==> config.mk <==
export PLATFORM = sky130hd
export DESIGN_NAME = cis_sequencer
export DESIGN_NICKNAME = d
export VERILOG_FILES = /design/src/rtl/cis_sequencer.sv
export SDC_FILE = /design/constraint.sdc
export NUM_CORES = 2
export LEC_CHECK = 0
export CAP_MARGIN = 40
export CORE_AREA = 2 2 513 515
export DETAILED_ROUTE_END_ITERATION = 10
export DIE_AREA = 0 0 515 517
export PLACE_DENSITY = 0.53
export SYNTH_ARGS = -nofsm -noshare
export SYNTH_HDL_FRONTEND = slang
export SYNTH_SLANG_ARGS = --single-unit
==> constraint.sdc <==
create_clock -name clk -period 4.85 [get_ports clk]
set_input_delay 1.455 -clock clk [delete_from_list [all_inputs] [get_ports clk]]
set_output_delay 1.455 -clock clk [all_outputs]
set_load 0.005 [all_outputs]
==> images/metal_stack.png <==
(1 px per um)
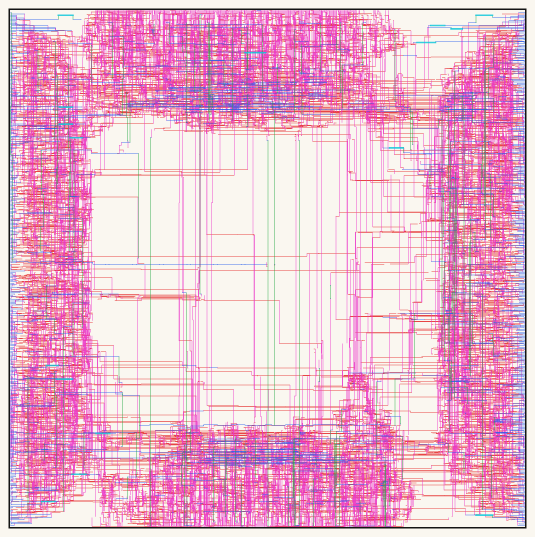
- met3: blue (wire length 19,700 um)
- met2: magenta (wire length 130 mm)
- met5: cyan (wire length 232 um)
- met1: red (wire length 116 mm)
- met4: green (wire length 10,200 um)
global routing usage summed across all routing layers: 0.196
drt total wl: 276 mm
via count: 55,000

==> images/density.png <==
26 x 26 tiles, from white (low) to dark blue (high), 0 to 100% covered.
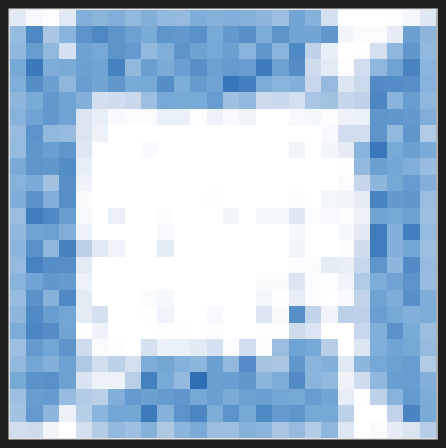
- mean over tiles: 29%
- densest ninth of the die: upper left
- fullest tile: 75%
- nearly empty tiles: 27%
Core Area: 261,000 sq um
post-layout utilization of the core: 0.314
Core Density at Floorplan: 0.217

==> images/met4.png <==
(1 px per um) Supply wires on this layer in grey.
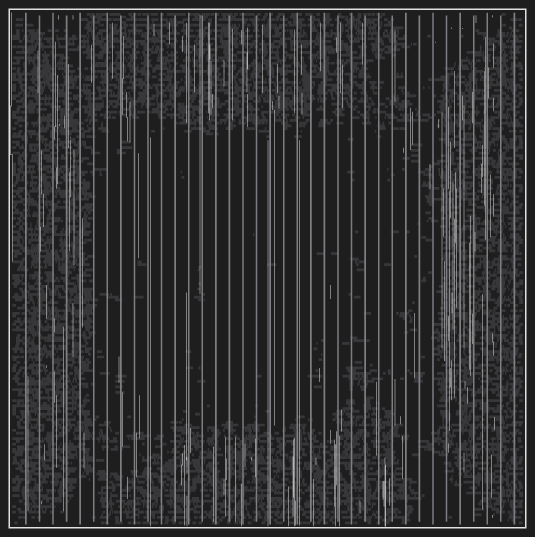
- main direction: vertical
- wire length on this layer: 10,200 um

==> run summary <==
Implementation status.

- The flow ran to the end, but the final reports show violations.
- The checks that failed: setup timing.
- The max-capacitance violation count is 0.
- The number of max-slew violations in the final report is 0.
- After global routing, the most crowded layer is met2.
- Across the placement rows, the number of tap cells is 3,420.
- The post-route report lists met1 wire length as 116 mm.
- The die is 515 um wide.
- The filler cells instantiated in the layout total 27,300.
- In this run the core area contains 188 standard-cell rows.
- The CTS log lists the clock sinks for this run as 1,314.
- The quantity of hold-fixing buffers added after cts is 0.
- RePlAce ended its routability-driven mode at a weighted congestion of 0.882.
- The wire-length estimate of the detail-placed layout is 214 mm.
- Per the final layout report, the fraction of cells sized above drive strength 1 comes to 0.128.
- The number of register bits inferred by synthesis is 1,314.
- The average size of a mapped cell is 8.34 sq um.
- The clock latency reported for the late side of the worst-skew pair is 0.83 ns.
- The cell group occupying the most layout area is multi-input combinational cells.
- The flow reported a cell area power density of 332 nW/um^2.
- The clock period minus worst slack is 5.22 ns.
- The most prevalent standard cell on the critical path is buf_12.
- The worst hold path passes through 2 cells.
- At floorplan, the net count of the design was reported as 8,113.
- The script extracted a net switching power of 7.14 mW.
- Post-route period utilization is reported as 1.08.
- The final-report hold violation count is 0.
- Of the combinational cells, the family taking the most area is simple AND/OR/NAND/NOR gates.
- The leakage power figure is 27.7 nW.
- The number of distinct library cell variants in the gate-level netlist after synthesis is 66.
- The commonest register cell after synthesis is dfxtp_1.
- The element type at the critical path end is an output pin.
- The first global-routing pass estimated 380 mm of wire.
- Counting both buffers and inverters, the worst setup path holds a total of 4.
- The power consumed by combinational cells is 3.55 mW.
- The number of non-clock inverters in the layout is 9.
- For the pin with the worst max-slew slack, the measured transition is 0.893 ns.
- The number of buffers added on ports is 1,328.
- The critical path's slowest cell is nor4_1.
- The mux share of post-synthesis cell area is 0.133.
- The number of clock buffers added by TritonCTS is 154.
- The buffering overhead is 0.217.
- The critical path goes through buf_12, buf_12, bufbuf_16, mux4_2, mux2i_1, a22o_2, nor4_1, a22o_1, buf_6.
- The worst-case IR drop observed on VDD is 0.000333 V.
- The met1 usage is 0.248.
- The flow reports an fmax of 191 MHz.
- For met2 alone, demand over resource in global routing was 0.327.
- The via-per-instance ratio is 4.70.
- The number of cells on the worst reg-to-reg path is 12.
- The total cell area at the placement stage is 75,000 sq um.
- For this run, the register share of the synthesized area comes to 0.464.
- The register-to-register setup slack is 1.61 ns.
- The register with the most flip-flops in the layout has 1,280 of them.
- The flop count is 1,314.
- The arrival time at the worst endpoint is 3.77 ns.
- The post-route setup TNS is -1.82 ns.
- The clock tree cell share of total cell area is 0.0639.
- The count of inserted antenna diode cells is 39.
- For this run, the post-layout net count is 9,435.
- The share of total power dissipated in sequential elements is 0.426.
- The net switching fraction of the power is 0.262.
- In this run the worst path has a maximum fanout of 21.
- The critical path runs through a total of 9 cells.
- On the final layout, the worst clock skew is 0.0596 ns.
- The clock root buffer is clkbuf_16.
- The routed design uses 130 mm of met2 wire.
- The multi-input gate area in the final layout is 28,100 sq um.
- Headroom to the max-slew limit came out at 0.399.
- In the final report, the number of endpoints failing setup comes to 10.
- The overflow left after global routing is 0.
- The final setup slack of the worst path is -0.374 ns.
- According to the cell report, the number of logic gates is 4,901.
- For the completed layout, the total cell area is recorded as 81,900 sq um.
- The share of flip-flops with an asynchronous set or reset is 0.
- The most common logic cell in the routed design is nand2_1.
- Per the layout area report, the combinational fraction of cell area is 0.343.
- The overall power after layout is 27.2 mW.
- The simple logic cell fraction of the synthesized area is 0.191.
- The synthesis-to-finish area growth is 44.4%.
- According to the Yosys statistics, the synthesized design has a chip area of 56,700 sq um.
- The chip occupies 266,000 sq um.
- The number of global-route vias before repair is 54,100.
- The power share of the clock group is 0.444.
- The die is 517 um tall.
- Entering global routing, the biggest net connects 149 pins.
- Setup repair after global routing could not meet its margin everywhere.
- The commonest cells after synthesis are nand2_1 (2,606), a21oi_1 (1,338), dfxtp_1 (1,314).
- The combinational fraction of design power is 0.130.
- The cell taking the most area after synthesis is dfxtp_1.
- The number of placed cells counting well taps is 11,300.
- The synthesized design contains 0 enable-type register cells.
- Per the cell usage report, the commonest logic cells after layout are nand2_1 (2,603), a21oi_1 (1,323), clkdlybuf4s50_1 (1,316).
- STA classifies the critical path startpoint as a flip-flop.
- In this design, the stage delay of the slowest critical-path cell is 0.76 ns.
- The critical path start-end classification is flip-flop to output pin.
- The area occupied by registers is 26,300 sq um.
- The aoi/oai-family share of the synthesized area is 0.153.
- The number of antenna violations at the first check in global routing came to 54.
- The met3 capacity usage during global routing is 0.0394.
- The cell area after synthesis is 56,700 sq um.
- The highest layer touched by signal routing is met5.
- The cell total in the yosys stat output is 6,798.
Power is estimated from default activity; no workload was simulated.
